===== src/rtl/operand_fetch.sv =====
// -----------------------------------------------------------------------------
// operand_fetch
//
// Operand-fetch stage of the 16-bit processor, sitting directly in front of
// the ALU. Each cycle it can:
//   * decode one 16-bit instruction,
//   * read two operands from an 8 x 16-bit register file,
//   * sign-extend a 6-bit immediate when the instruction uses one,
//   * register a, b, alu_op, rd and rd_we behind a valid/ready handshake.
// The stage also owns the register-file write port. The writeback path drives
// that port, and a same-cycle write-to-read bypass is provided.
//
// Instruction format:
//   [15]    I       immediate select
//   [14:12] alu_op
//   [11:9]  rd
//   [8:6]   rs1
//   [5:3]   rs2     (I = 0, bits [2:0] ignored)
//   [5:0]   imm6    (I = 1, sign-extended from bit 5)
//
// Ports:
//   clk        in   1   clock, all state updates on the rising edge
//   rst        in   1   synchronous active-high reset
//   in_valid   in   1   instr holds a valid instruction
//   in_ready   out  1   stage accepts instr this cycle
//   instr      in   16  instruction word
//   out_valid  out  1   registered operand bundle is valid
//   out_ready  in   1   downstream accepts the bundle this cycle
//   a          out  16  operand a = R[rs1]
//   b          out  16  operand b = R[rs2] or sext(imm6)
//   alu_op     out  3   ALU opcode, passed through
//   rd         out  3   destination register
//   rd_we      out  1   result is written back (rd != 0)
//   wb_en      in   1   register-file write enable
//   wb_addr    in   3   register-file write address
//   wb_data    in   16  register-file write data
// -----------------------------------------------------------------------------
module operand_fetch #(
  parameter int DW   = 16,
  parameter int NREG = 8
) (
  input  logic          clk,
  input  logic          rst,
  input  logic          in_valid,
  output logic          in_ready,
  input  logic [15:0]   instr,
  output logic          out_valid,
  input  logic          out_ready,
  output logic [DW-1:0] a,
  output logic [DW-1:0] b,
  output logic [2:0]    alu_op,
  output logic [2:0]    rd,
  output logic          rd_we,
  input  logic          wb_en,
  input  logic [2:0]    wb_addr,
  input  logic [DW-1:0] wb_data
);

  // Two-state view of the output register. The state is held explicitly so
  // that out_valid is a plain decode of a registered state.
  typedef enum logic {
    ST_EMPTY = 1'b0,
    ST_FULL  = 1'b1
  } state_t;

  state_t state_r;

  // R1..R(NREG-1). R0 has no storage because it always reads as zero.
  logic [NREG-1:1][DW-1:0] regs_r;

  // Decoded instruction fields
  logic          imm_sel_s;
  logic [2:0]    op_s;
  logic [2:0]    rd_s;
  logic [2:0]    rs1_s;
  logic [2:0]    rs2_s;
  logic [DW-1:0] imm_ext_s;

  // Operand values and handshake
  logic [DW-1:0] a_next_s;
  logic [DW-1:0] b_next_s;
  logic          wr_s;
  logic          load_s;
  logic          accept_s;

  // Output registers
  logic [DW-1:0] a_r;
  logic [DW-1:0] b_r;
  logic [2:0]    alu_op_r;
  logic [2:0]    rd_r;
  logic          rd_we_r;

  // Sign-extend a 6-bit immediate to the datapath width.
  function automatic logic [DW-1:0] sext6(input logic [5:0] imm);
    sext6 = {{(DW-6){imm[5]}}, imm};
  endfunction

  // Read port with bypass. Address 0 is hard-wired to zero, even when the
  // write port targets it, because writes to R0 are dropped. A live write to
  // the same address wins over the stored value.
  function automatic logic [DW-1:0] read_port(
    input logic [2:0]              addr,
    input logic [NREG-1:1][DW-1:0] file,
    input logic                    we,
    input logic [2:0]              waddr,
    input logic [DW-1:0]           wdata
  );
    logic [DW-1:0] v;
    if (addr == 3'd0) begin
      v = {DW{1'b0}};
    end else if (we && (waddr == addr)) begin
      v = wdata;
    end else begin
      case (addr)
        3'd1:    v = file[1];
        3'd2:    v = file[2];
        3'd3:    v = file[3];
        3'd4:    v = file[4];
        3'd5:    v = file[5];
        3'd6:    v = file[6];
        3'd7:    v = file[7];
        default: v = {DW{1'b0}};
      endcase
    end
    return v;
  endfunction

  // Instruction field decode
  always_comb begin
    imm_sel_s = instr[15];
    op_s      = instr[14:12];
    rd_s      = instr[11:9];
    rs1_s     = instr[8:6];
    rs2_s     = instr[5:3];
    imm_ext_s = sext6(instr[5:0]);
  end

  // Effective write strobe. Writes to R0 are discarded here so that neither
  // the array nor the bypass ever sees them.
  always_comb begin
    wr_s = wb_en && (wb_addr != 3'd0);
  end

  // Operand selection. When I=1 the rs2 field is part of the immediate, so
  // the rs2 read and its bypass are not used.
  always_comb begin
    a_next_s = read_port(rs1_s, regs_r, wr_s, wb_addr, wb_data);
    if (imm_sel_s) begin
      b_next_s = imm_ext_s;
    end else begin
      b_next_s = read_port(rs2_s, regs_r, wr_s, wb_addr, wb_data);
    end
  end

  // Handshake. in_ready is a function of reset, state and out_ready only, so
  // there is no combinational path from in_valid.
  always_comb begin
    in_ready = !rst && ((state_r == ST_EMPTY) || out_ready);
    load_s   = in_valid && in_ready;
    accept_s = (state_r == ST_FULL) && out_ready;
  end

  // Register-file write port. Reset clears R1..R7 and ignores wb_en.
  always_ff @(posedge clk) begin
    if (rst) begin
      regs_r <= '0;
    end else if (wr_s) begin
      regs_r[wb_addr] <= wb_data;
    end else begin
      regs_r <= regs_r;
    end
  end

  // Output-bundle FSM. A load takes priority over the accept, so that accept
  // and load together replace the bundle with no bubble. While stalled, the
  // operands stay frozen even if a writeback hits their source registers.
  always_ff @(posedge clk) begin
    if (rst) begin
      state_r  <= ST_EMPTY;
      a_r      <= {DW{1'b0}};
      b_r      <= {DW{1'b0}};
      alu_op_r <= 3'd0;
      rd_r     <= 3'd0;
      rd_we_r  <= 1'b0;
    end else begin
      case (state_r)
        ST_EMPTY: begin
          if (load_s) begin
            state_r  <= ST_FULL;
            a_r      <= a_next_s;
            b_r      <= b_next_s;
            alu_op_r <= op_s;
            rd_r     <= rd_s;
            rd_we_r  <= (rd_s != 3'd0);
          end else begin
            state_r <= ST_EMPTY;
          end
        end
        ST_FULL: begin
          if (load_s) begin
            state_r  <= ST_FULL;
            a_r      <= a_next_s;
            b_r      <= b_next_s;
            alu_op_r <= op_s;
            rd_r     <= rd_s;
            rd_we_r  <= (rd_s != 3'd0);
          end else if (accept_s) begin
            state_r <= ST_EMPTY;
          end else begin
            state_r <= ST_FULL;
          end
        end
        default: begin
          state_r <= ST_EMPTY;
        end
      endcase
    end
  end

  // Registered outputs
  always_comb begin
    out_valid = (state_r == ST_FULL);
    a         = a_r;
    b         = b_r;
    alu_op    = alu_op_r;
    rd        = rd_r;
    rd_we     = rd_we_r;
  end

endmodule


===== config.mk =====
export PLATFORM = sky130hd
export DESIGN_NAME = operand_fetch
export DESIGN_NICKNAME = d
export VERILOG_FILES = /design/src/rtl/operand_fetch.sv
export SDC_FILE = /design/constraint.sdc
export NUM_CORES = 1
export LEC_CHECK = 0
export ABC_AREA = 1
export CAP_MARGIN = 5
export CORE_AREA = 2 2 145 147
export DETAILED_ROUTE_END_ITERATION = 12
export DIE_AREA = 0 0 147 149
export GPL_TIMING_DRIVEN = 0
export PLACE_DENSITY_LB_ADDON = 0.3
export RECOVER_POWER = 50
export SLEW_MARGIN = 15
export SYNTH_ARGS = -nofsm -noshare
export SYNTH_HDL_FRONTEND = slang
export SYNTH_SLANG_ARGS = --single-unit

===== constraint.sdc =====
create_clock -name clk -period 2.6 [get_ports clk]
set_clock_uncertainty 0.2 [all_clocks]
set_input_delay 0.65 -clock clk [delete_from_list [all_inputs] [get_ports clk]]
set_output_delay 0.65 -clock clk [all_outputs]
set_load 0.05 [all_outputs]

**The clock network**

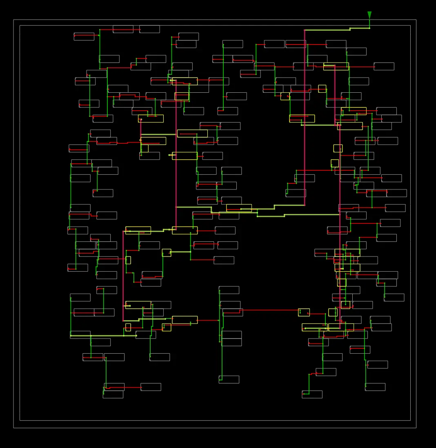
Flops: 152
power dissipated in the clock network: 0.00245 W
clock latency on the worst-skew pair: 440 ps
total of clock buffers placed in the layout: 18
Num Clock Sinks: 152

**Logic cells by family**

The bar under the picture is 50 um long.
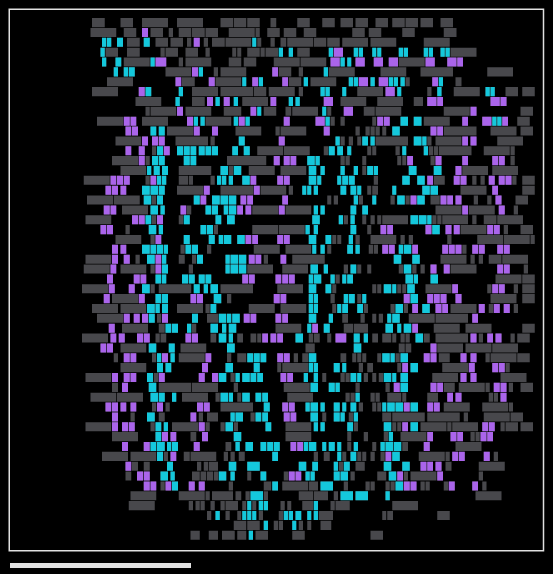
Cyan stands for nand cells, cells 421, most used nand2_1. Purple stands for aoi and oai cells, cells 301, most used a21oi_1, where widely spread.
combinational share of cell area: 42.3%
post-route non-filler standard cell count: 1,576
most frequently placed logic cell in the final layout: nand2_1

**Where the registers sit**

The bar under the picture is 50 um long. Other sequential cells in the stronger grey, the rest of the logic in the fainter grey.
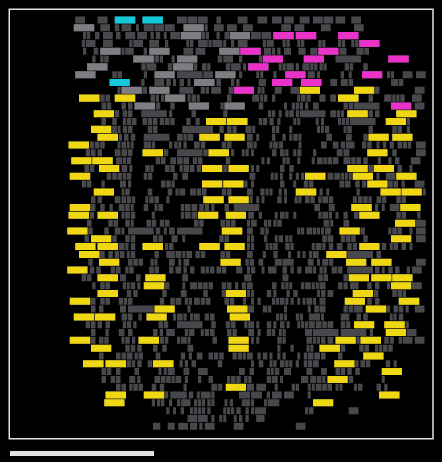
Yellow stands for regs_r, sequential cells 112. Cyan stands for rd, sequential cells 3. Magenta stands for b, sequential cells 16.
Another 21 sequential cells are not coloured.
sequential logic power: 0.00250 W
Sequential cell area: 3040 um2
flop share of the area: 31.5%
Layout Utilization: 47.0%

**Pin placement**

Pins as bars across the die edge, other pins in grey.
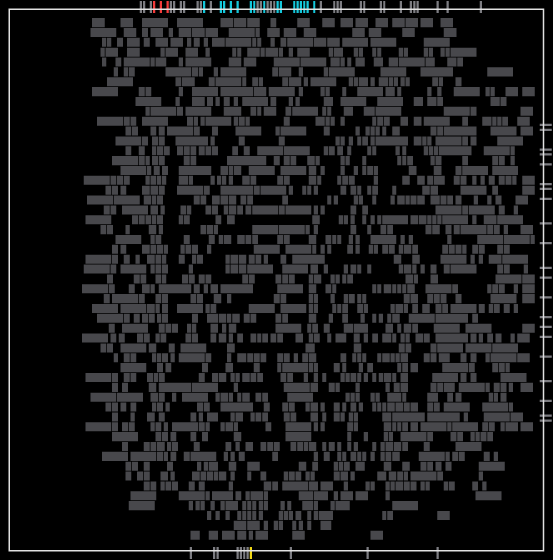
Red stands for alu_op, pins 3, direction output, edge top. Cyan stands for a, pins 16, direction output, edge top. Yellow stands for wb_en, pins 1, direction input, edge bottom.
All pins by edge: 49 top, 21 right, 11 bottom.
number of I/O port buffers: 77
x dimension of the die: 147 um
height of the die: 149 um

**Metal layers overlaid**

Only two layers are drawn.
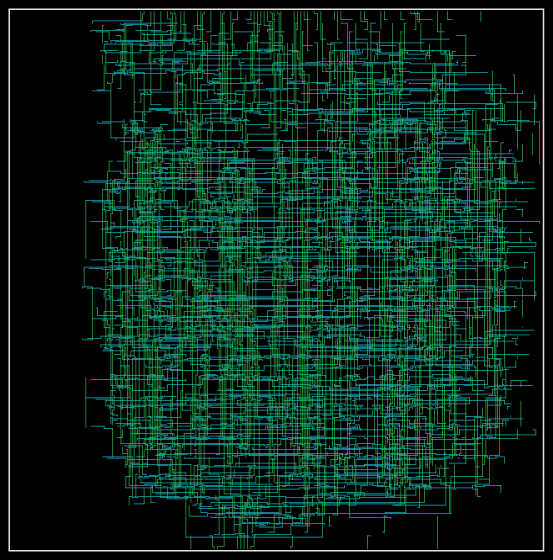
Cyan stands for metal 1, wire length 13,100 um. Green stands for metal 2, wire length 13,400 um.
global-route total usage across every layer: 27.4%
Detailed Route WL: 29,900 um

==> Flow_metrics.wiki <==
=== Physical design figures ===
{| class="wikitable"
! Metric !! Value
|-
| Largest stage delay, worst path || 470 ps
|-
| Total area of multi-input combinational cells || 4090 um2
|-
| Dominant kind of cell || multi-input combinational cells
|-
| Multi-In Gates || 839
|-
| I/O pins || 81
|-
| Slowest stage cell, crit path || clkdlybuf4s50_1
|-
| Number of nets in the finished design || 1,328
|-
| Post-Synthesis Net Count || roughly 1,200
|-
| Number of pins exceeding their max-slew limit in the final report || 0
|-
| Maximum number of pins on one net before global-route repair || 17
|-
| Maximum capacitance violations || 0
|-
| Tap cell instance count || 275
|-
| Fraction of synthesized area in multiplexers || 0%
|-
| Total grt overflow || 0
|-
| Outcome || finished, final reports clean
|-
| Hold-fix buffer count after cts || 0
|-
| Worst VDD drop || 0.301 mV
|-
| Critical path data arrival time || between 2000 and 3000 ps
|-
| Met1 Routed Length || approximately 13,000 um
|-
| Top cell types by occurrence after synthesis || nand2_1, dfxtp_1, a21oi_1, o21ai_0, nand3_1
|-
| Flip-flop count of the largest register, all copies and words added || 112
|-
| Switching component of the power || 0.00181 W
|-
| Hold-critical path endpoint || rd_we
|-
| Startpoint of the worst register-to-register path || out_valid
|-
| Final worst slack || between 70 and 80 ps
|-
| Reported leakage power || ~4.0 nW
|-
| Cts bufs inserted || 17
|}
Power is estimated from default activity; no workload was simulated.
